**src/rtl/alu_arbiter.sv**
```systemverilog
// alu_arbiter: two-requester round-robin front end for one shared ALU.
//
// A grant in IDLE registers the winner's operands, which are presented to
// the external ALU for exactly one EXEC cycle. The ALU result is captured
// into a response register that is held in RESP until the consumer takes it.
//
// Ports
//   clk, rst_n                 clock, asynchronous active-low reset
//   reqN_valid / reqN_ready    requester N handshake (N = 0, 1)
//   reqN_a, reqN_b, reqN_fun   requester N operands and function code
//   aluA, aluB, alufun         operands to the shared ALU (0 outside EXEC)
//   valE                       combinational result from the shared ALU
//   rsp_valid / rsp_ready      response handshake toward the consumer
//   rsp_id, rsp_data, rsp_err  owner, result value, illegal-code flag
//   busy                       high while an operation is in EXEC or RESP
module alu_arbiter (
  input  logic        clk,
  input  logic        rst_n,
  input  logic        req0_valid,
  output logic        req0_ready,
  input  logic [31:0] req0_a,
  input  logic [31:0] req0_b,
  input  logic [3:0]  req0_fun,
  input  logic        req1_valid,
  output logic        req1_ready,
  input  logic [31:0] req1_a,
  input  logic [31:0] req1_b,
  input  logic [3:0]  req1_fun,
  output logic [31:0] aluA,
  output logic [31:0] aluB,
  output logic [3:0]  alufun,
  input  logic [31:0] valE,
  output logic        rsp_valid,
  input  logic        rsp_ready,
  output logic        rsp_id,
  output logic [31:0] rsp_data,
  output logic        rsp_err,
  output logic        busy
);

  typedef enum logic [1:0] {
    ST_IDLE = 2'd0,
    ST_EXEC = 2'd1,
    ST_RESP = 2'd2
  } state_e;

  state_e      state_q;
  logic        ptr_q;
  logic        id_q;
  logic [31:0] alu_a_q;
  logic [31:0] alu_b_q;
  logic [3:0]  alu_fun_q;
  logic        rsp_valid_q;
  logic        rsp_id_q;
  logic [31:0] rsp_data_q;
  logic        rsp_err_q;
  logic        busy_q;

  logic        gnt_any_s;
  logic        gnt_id_s;
  logic [31:0] op_a_d;
  logic [31:0] op_b_d;
  logic [3:0]  op_fun_d;
  logic        illegal_s;

  // Codes above 3 have no ALU meaning; their result is suppressed.
  function automatic logic fun_illegal(input logic [3:0] fun);
    return (fun > 4'd3);
  endfunction

  // Arbitration: a lone requester wins, a tie goes to the requester at ptr.
  always_comb begin
    gnt_any_s = 1'b0;
    gnt_id_s  = 1'b0;
    if (state_q == ST_IDLE) begin
      gnt_any_s = req0_valid | req1_valid;
      if (req0_valid && req1_valid) begin
        gnt_id_s = ptr_q;
      end else begin
        gnt_id_s = req1_valid;
      end
    end else begin
      gnt_any_s = 1'b0;
      gnt_id_s  = 1'b0;
    end
  end

  // Operand mux feeding the EXEC registers from the winning requester.
  always_comb begin
    op_a_d   = 32'd0;
    op_b_d   = 32'd0;
    op_fun_d = 4'd0;
    if (gnt_id_s) begin
      op_a_d   = req1_a;
      op_b_d   = req1_b;
      op_fun_d = req1_fun;
    end else begin
      op_a_d   = req0_a;
      op_b_d   = req0_b;
      op_fun_d = req0_fun;
    end
  end

  assign illegal_s = fun_illegal(alu_fun_q);

  // ready is combinational and gated by rst_n so it stays low during reset.
  assign req0_ready = rst_n & gnt_any_s & ~gnt_id_s;
  assign req1_ready = rst_n & gnt_any_s & gnt_id_s;

  // Control FSM with all outputs registered; reset discards any operation.
  always_ff @(posedge clk or negedge rst_n) begin
    if (!rst_n) begin
      state_q     <= ST_IDLE;
      ptr_q       <= 1'b0;
      id_q        <= 1'b0;
      alu_a_q     <= 32'd0;
      alu_b_q     <= 32'd0;
      alu_fun_q   <= 4'd0;
      rsp_valid_q <= 1'b0;
      rsp_id_q    <= 1'b0;
      rsp_data_q  <= 32'd0;
      rsp_err_q   <= 1'b0;
      busy_q      <= 1'b0;
    end else begin
      case (state_q)
        ST_IDLE: begin
          if (gnt_any_s) begin
            alu_a_q   <= op_a_d;
            alu_b_q   <= op_b_d;
            alu_fun_q <= op_fun_d;
            id_q      <= gnt_id_s;
            // Loser of this round gets priority at the next tie.
            ptr_q     <= ~gnt_id_s;
            busy_q    <= 1'b1;
            state_q   <= ST_EXEC;
          end else begin
            state_q   <= ST_IDLE;
          end
        end
        ST_EXEC: begin
          rsp_data_q  <= illegal_s ? 32'd0 : valE;
          rsp_err_q   <= illegal_s;
          rsp_id_q    <= id_q;
          rsp_valid_q <= 1'b1;
          // ALU inputs are only meaningful during EXEC.
          alu_a_q     <= 32'd0;
          alu_b_q     <= 32'd0;
          alu_fun_q   <= 4'd0;
          state_q     <= ST_RESP;
        end
        ST_RESP: begin
          if (rsp_valid_q && rsp_ready) begin
            rsp_valid_q <= 1'b0;
            busy_q      <= 1'b0;
            state_q     <= ST_IDLE;
          end else begin
            state_q     <= ST_RESP;
          end
        end
        default: begin
          state_q     <= ST_IDLE;
          alu_a_q     <= 32'd0;
          alu_b_q     <= 32'd0;
          alu_fun_q   <= 4'd0;
          rsp_valid_q <= 1'b0;
          busy_q      <= 1'b0;
        end
      endcase
    end
  end

  assign aluA      = alu_a_q;
  assign aluB      = alu_b_q;
  assign alufun    = alu_fun_q;
  assign rsp_valid = rsp_valid_q;
  assign rsp_id    = rsp_id_q;
  assign rsp_data  = rsp_data_q;
  assign rsp_err   = rsp_err_q;
  assign busy      = busy_q;

endmodule

```
**config.mk**
```make
export PLATFORM = sky130hd
export DESIGN_NAME = alu_arbiter
export DESIGN_NICKNAME = d
export VERILOG_FILES = /design/src/rtl/alu_arbiter.sv
export SDC_FILE = /design/constraint.sdc
export NUM_CORES = 1
export LEC_CHECK = 0
export CAP_MARGIN = 15
export CORE_MARGIN = 5
export CORE_UTILIZATION = 33
export DETAILED_ROUTE_END_ITERATION = 8
export GPL_TIMING_DRIVEN = 0
export PLACE_DENSITY = 0.76
export SYNTH_ARGS = -nofsm -noshare
export SYNTH_HDL_FRONTEND = slang
export SYNTH_SLANG_ARGS = --single-unit
```
**constraint.sdc**
```tcl
create_clock -name clk -period 1.55 [get_ports clk]
set_input_delay 0.465 -clock clk [delete_from_list [all_inputs] [get_ports clk]]
set_output_delay 0.465 -clock clk [all_outputs]
set_load 0.005 [all_outputs]
```
**Port wiring**

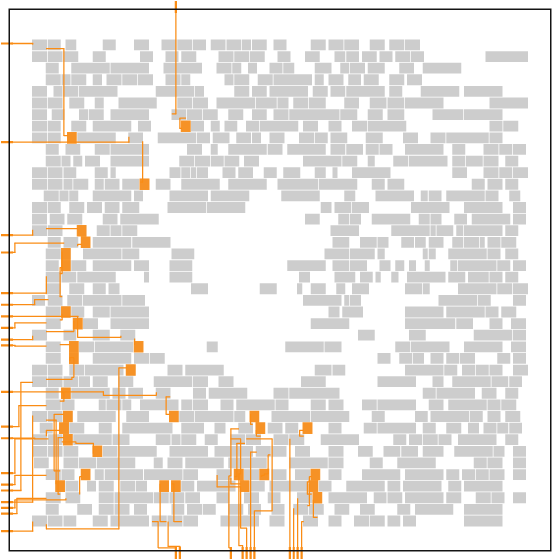
| color | port | bits | direction | edge | end cells | buffers | wire |
|---|---|---|---|---|---|---|---|
| orange | req0_b | 32 | input | 20 west, 11 south, 1 north | 32 | 32 | 834 um |

**Clock wires, drivers and flops**

The bar under the picture is 50 um long.
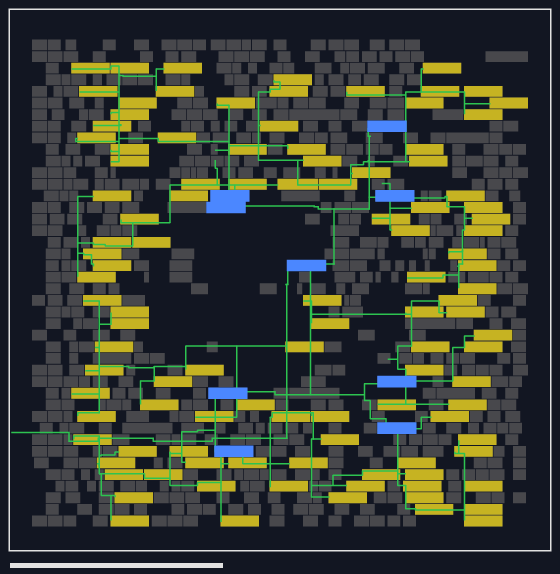
[yellow] flip-flops | count: 108
[blue] cells driving clock nets | count: 9
[green] clock wires | length: 1300 um
flops lie: spread over the die

==> out/results.env <==
NUMCLOCKSINKS=108
SH_COMB_AREA_PCT=19.43
NETLIST.TOP_CELL.BY_AREA='dfrtp_1'
NNONCLKINVERTERS=2
RUN_STATUS='finished, violations left'
ROUTABILITY_CONGESTION_ESTIMATE_FROM_GLOBAL_PLACEMENT=0.8491
NUM_ANTENNA_CELLS=0
FIN_WORST_HOLD_SLACK_NS=0.04666
IO_BUFFERS=278
UNREPAIRED_SETUP_ENDPOINTS_AFTER_GLOBAL_ROUTING='true'
POST_SYNTH.CELL_AREA_AVG_SQ_UM=13.14
FINAL-SETUP-VIOL-COUNT=44
NUMSYNTHFLOPS=108
FINAL_CRITICAL_PATH_SETUP_SLACK_NS=-0.2101
INITIAL_ANTENNA_VIOLATION_COUNT=0
DRC=0
MET2_WIRELENGTH_MM=8.919
YOSYS_WARNINGS=0
TOP_AREA_CELL_TYPE_SHARE_OF_THE_NETLIST_AREA_PCT=60.34
FINALCRITPERIODSHARE_PCT=113.6
CLOCK.FMAX_MHz=568.2
TIMING.CRITICAL_PATH.TO='req0_ready'
GR-USAGE-MET3_PCT=6.431
POST-ROUTE-CELL-AREA_SQ_MM=0.008499
DRT-INITIAL-DRC-COUNT=195
PLACE.DETAILED.INSTANCES=796
ASYNC_RESET_FF_SHARE_PCT=100.0
START_KIND='flip-flop'
FAILED_CHECKS='setup timing'
MAX-CAP-VIOLATIONS=0
CP_NUM_BUF_INV=2
COMB.MULTI_INPUT.COUNT=192
ROWS=42
POST_DRT_WL_PER_CELL_UM=20.61
ROUTE.LAYER.MET1.WL_MM=6.977
OVERFLOW_LEFT_AFTER_GLOBAL_ROUTING=0
REG2REGPATHDEPTH=6
CLOCK_TREE_AREA_FRACTION_PCT=3.253
WORST_SLEW_MARGIN_RELATIVE_TO_ITS_LIMIT_PCT=70.53
NUMBER_OF_BUFFERS_INSERTED_BY_HOLD_REPAIR_AT_CTS=1
GRT_PASS1_VIAS=4865
TIGHTESTPINTRANSITION_NS=0.4420
TOTAL_COUNT_OF_HOLD_CHECK_FAILURES_IN_THE_FINAL_REPORT=0
GLOBALROUTEMET2UTIL_PCT=36.55
SLOWEST_CP_CELL='dfrtp_1'
LARGEST_NET_DEGREE_AT_THE_START_OF_GLOBAL_ROUTING=32
CRIT_PATH_MAX_INCR_DELAY_NS=0.38
**The clock network**

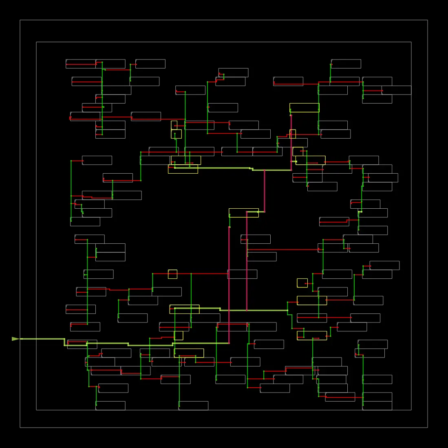
number of sequential cells: 108
power in the clock group: 0.00217 W

-- report_power, final --
part,switching [W],internal (W)
logic,0.00301,0.00463
clock network,0.00107,0.00110
registers,0.000751,0.00411
total,0.00483,0.00983
-- flip-flops by register name, summed over array words and instances (netlist names) --
register,flops
rsp_data,32
ptr_q,1
rsp_id,1
aluA,32
rsp_err,1
alufun,4
state_q,2
aluB,32
rsp_valid,1
id_q,1
busy,1
-- cell families (layout without fill, tap and decap cells) --
kind of cell | after synthesis | in the layout | share of synthesized area [%]
multiplexers | 1 | 1 | 0.2514
buffers and inverters | 41 | 381 | 4.749
AND-OR/OR-AND | 108 | 108 | 22.77
flip-flops | 108 | 108 | 60.34
AND/OR/NAND/NOR | 83 | 83 | 11.90
Power and IR drop assume default switching activity.
